`config.mk`:
```
export PLATFORM = sky130hd
export DESIGN_NAME = uart_tx_arbiter
export DESIGN_NICKNAME = d
export VERILOG_FILES = /design/src/rtl/uart_tx_arbiter.sv
export SDC_FILE = /design/constraint.sdc
export NUM_CORES = 1
export LEC_CHECK = 0
export ABC_AREA = 0
export CORE_MARGIN = 5
export CORE_UTILIZATION = 46
export CTS_CLUSTER_DIAMETER = 80
export DETAILED_ROUTE_END_ITERATION = 8
export GPL_ROUTABILITY_DRIVEN = 0
export PLACE_DENSITY = 0.95
export SYNTH_ARGS = -nofsm -noshare
export SYNTH_HDL_FRONTEND = slang
export SYNTH_SLANG_ARGS = --single-unit
```
`constraint.sdc`:
```
create_clock -name clk -period 4.1 [get_ports clk]
set_input_delay 0.82 -clock clk [delete_from_list [all_inputs] [get_ports clk]]
set_output_delay 0.82 -clock clk [all_outputs]
set_load 0.005 [all_outputs]
```
`src/rtl/uart_tx_arbiter.sv`:
```
// uart_tx_arbiter: round-robin sharing of one uart_tx serialiser between
// NUM_REQ byte producers. Only one byte is in flight at a time. The
// start/ready handshake with uart_tx runs as IDLE -> START -> WAIT_LOW ->
// WAIT_HIGH.
// Optional feature: define UART_ARB_PACKET_LOCK_EN to add req_last. A
// granted requester then keeps the serialiser until its last byte is acked.
module uart_tx_arbiter #(
  parameter int NUM_REQ   = 4,
  parameter int DATA_BITS = 8,
  parameter int ID_W      = 2
) (
  input  logic                          clk,
  input  logic                          rst,
  input  logic [NUM_REQ-1:0]            req_valid,
  input  logic [NUM_REQ*DATA_BITS-1:0]  req_data,
`ifdef UART_ARB_PACKET_LOCK_EN
  input  logic [NUM_REQ-1:0]            req_last,
`endif
  output logic [NUM_REQ-1:0]            req_ack,
  input  logic                          tx_ready,
  output logic                          tx_start,
  output logic [DATA_BITS-1:0]          tx_data,
  output logic [ID_W-1:0]               grant_id,
  output logic                          busy
);

  typedef enum logic [1:0] {IDLE, START, WAIT_LOW, WAIT_HIGH} state_t;
  state_t state;

  // Unpack the flat data bus into one byte per requester.
  logic [DATA_BITS-1:0] req_bytes [NUM_REQ];
  for (genvar gi = 0; gi < NUM_REQ; gi++) begin : g_unpack
    assign req_bytes[gi] = req_data[gi*DATA_BITS +: DATA_BITS];
  end

  // Requesters allowed to compete in this arbitration cycle.
  logic [NUM_REQ-1:0] eligible;

`ifdef UART_ARB_PACKET_LOCK_EN
  logic locked;
  // While a packet is open, only the owner of the lock may be granted.
  always_comb begin
    eligible = req_valid;
    if (locked) eligible = req_valid & (NUM_REQ'(1) << grant_id);
  end
`else
  assign eligible = req_valid;
`endif

  // Round-robin search starting just after the last grant. The wrap is
  // modulo NUM_REQ, so indices at or above NUM_REQ are never produced.
  // A one-bit-wider candidate holds grant_id + k without overflow.
  logic                found;
  logic [ID_W-1:0]     winner;
  logic [ID_W:0]       cand;
  always_comb begin
    found  = 1'b0;
    winner = grant_id;
    cand   = '0;
    for (int k = 1; k <= NUM_REQ; k++) begin
      cand = {1'b0, grant_id} + (ID_W+1)'(k);
      if (cand >= (ID_W+1)'(NUM_REQ)) cand = cand - (ID_W+1)'(NUM_REQ);
      if (!found && eligible[cand[ID_W-1:0]]) begin
        found  = 1'b1;
        winner = cand[ID_W-1:0];
      end
    end
  end

  // Handshake FSM. All outputs are registered here.
  always_ff @(posedge clk) begin
    if (rst) begin
      state    <= IDLE;
      tx_start <= 1'b0;
      tx_data  <= '0;
      req_ack  <= '0;
      grant_id <= ID_W'(NUM_REQ - 1);
      busy     <= 1'b0;
`ifdef UART_ARB_PACKET_LOCK_EN
      locked   <= 1'b0;
`endif
    end else begin
      tx_start <= 1'b0;
      req_ack  <= '0;
      case (state)
        IDLE: begin
          if (tx_ready && found) begin
            tx_data  <= req_bytes[winner];
            grant_id <= winner;
            busy     <= 1'b1;
            state    <= START;
          end
        end
        START: begin
          tx_start          <= 1'b1;
          req_ack[grant_id] <= 1'b1;
`ifdef UART_ARB_PACKET_LOCK_EN
          locked            <= !req_last[grant_id];
`endif
          state             <= WAIT_LOW;
        end
        WAIT_LOW: begin
          if (!tx_ready) state <= WAIT_HIGH;
        end
        WAIT_HIGH: begin
          if (tx_ready) begin
            busy  <= 1'b0;
            state <= IDLE;
          end
        end
        default: begin
          busy  <= 1'b0;
          state <= IDLE;
        end
      endcase
    end
  end

endmodule
```
Fig. 1: metal 1
Supply wires on this layer in gray.
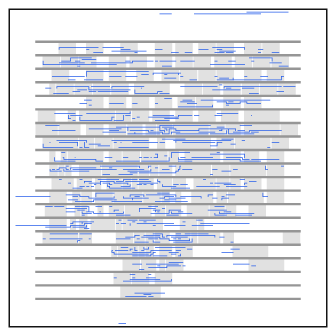
main direction = horizontal
longest straight run = 14.7 um
wire length on this layer = 1210 um

Fig. 2: drive-strength map
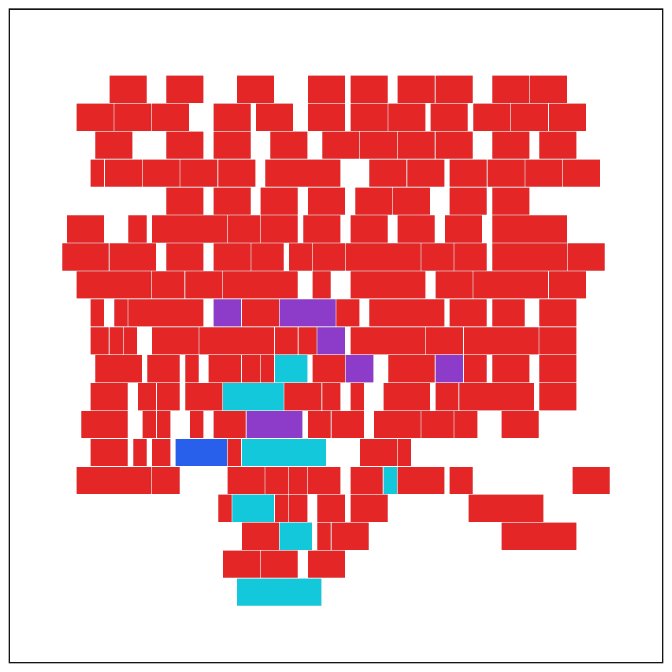
_6 and larger -> blue  # cells 1
_0 and _1 cells -> red  # cells 164
_2 cells -> cyan  # cells 7
_3 and _4 cells -> purple  # cells 6

==> qor.yml <==
fillCellCount: 225
logic_area_um2: 827
simple_gate_area_frac: 0.104
compound_area_frac: 0.155
xor_share: 0.00665
min_path_cells: 1
path_buffers: 1
irDropWorstVdd_v: 0.000551
ant_nets: 0
largest_class: "combinational gates"
reg.largest.list: "tx_data x8, req_ack x4"
ys_sh_adder: 0.0856
buffer_area_frac: 0.299
holdWs_ps: 495
place_area_um2: 1800
hold_end: "tx_data[3]$_SDFFE_PP0P_"
power_density_nw_per_um2: 645
fin_area_um2: 1830
fmaxAchievable_ghz: 0.322
comb_share: 0.451
drtPass1Iterations: 4
grt_pass1_wl_um: 5640
outcome: "completed"
async_flop_share: 0
grt_busiest_layer: "met2"
intPower_uw: 705
hpwlAfterDp_um: 2840
cp_top_family: "AND-OR/OR-AND gates"
power_leader: "combinational cells"
via_count: 1151
cts_setup_buffers: 0
p_sw_frac: 0.404
final_max_slew_viol_count: 0
path_max_fanout: 15
crit_top_cell: "mux2i_1"
clock_buffers: 4
ys_seq_frac: 0.274
cp-end-kind: "register"
r2r_slack_ps: 990
Fig. 3: the clock network
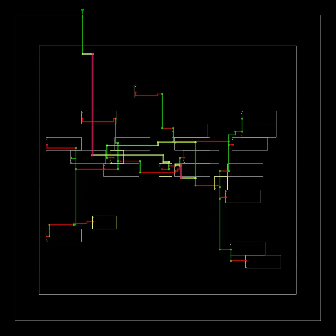
worst skew pair latency: 310 ps
P_clk: 114 uW
CTS buffer count: 3
final setup skew: 6.92 ps

## how the worst max path moves through the flow
stage | startpoint | end | slack [ps] | cells past startpoint
5_1_grt | grant_id[0]$_SDFFE_PP1P_ | tx_data[5]$_SDFFE_PP0P_ | 770 | 8
3_3_place_gp | req_valid[1] | tx_data[1]$_SDFFE_PP0P_ | 1020 | 7
6_report | grant_id[0]$_SDFFE_PP1P_ | tx_data[1]$_SDFFE_PP0P_ | 990 | 8
4_1_cts | grant_id[0]$_SDFFE_PP1P_ | tx_data[1]$_SDFFE_PP0P_ | 1040 | 8
3_5_place_dp | req_valid[1] | tx_data[1]$_SDFFE_PP0P_ | 830 | 7
2_1_floorplan | grant_id[0]$_SDFFE_PP1P_ | tx_data[0]$_SDFFE_PP0P_ | 1570 | 12
No activity file was given, so power comes from the tool's default toggle rates.
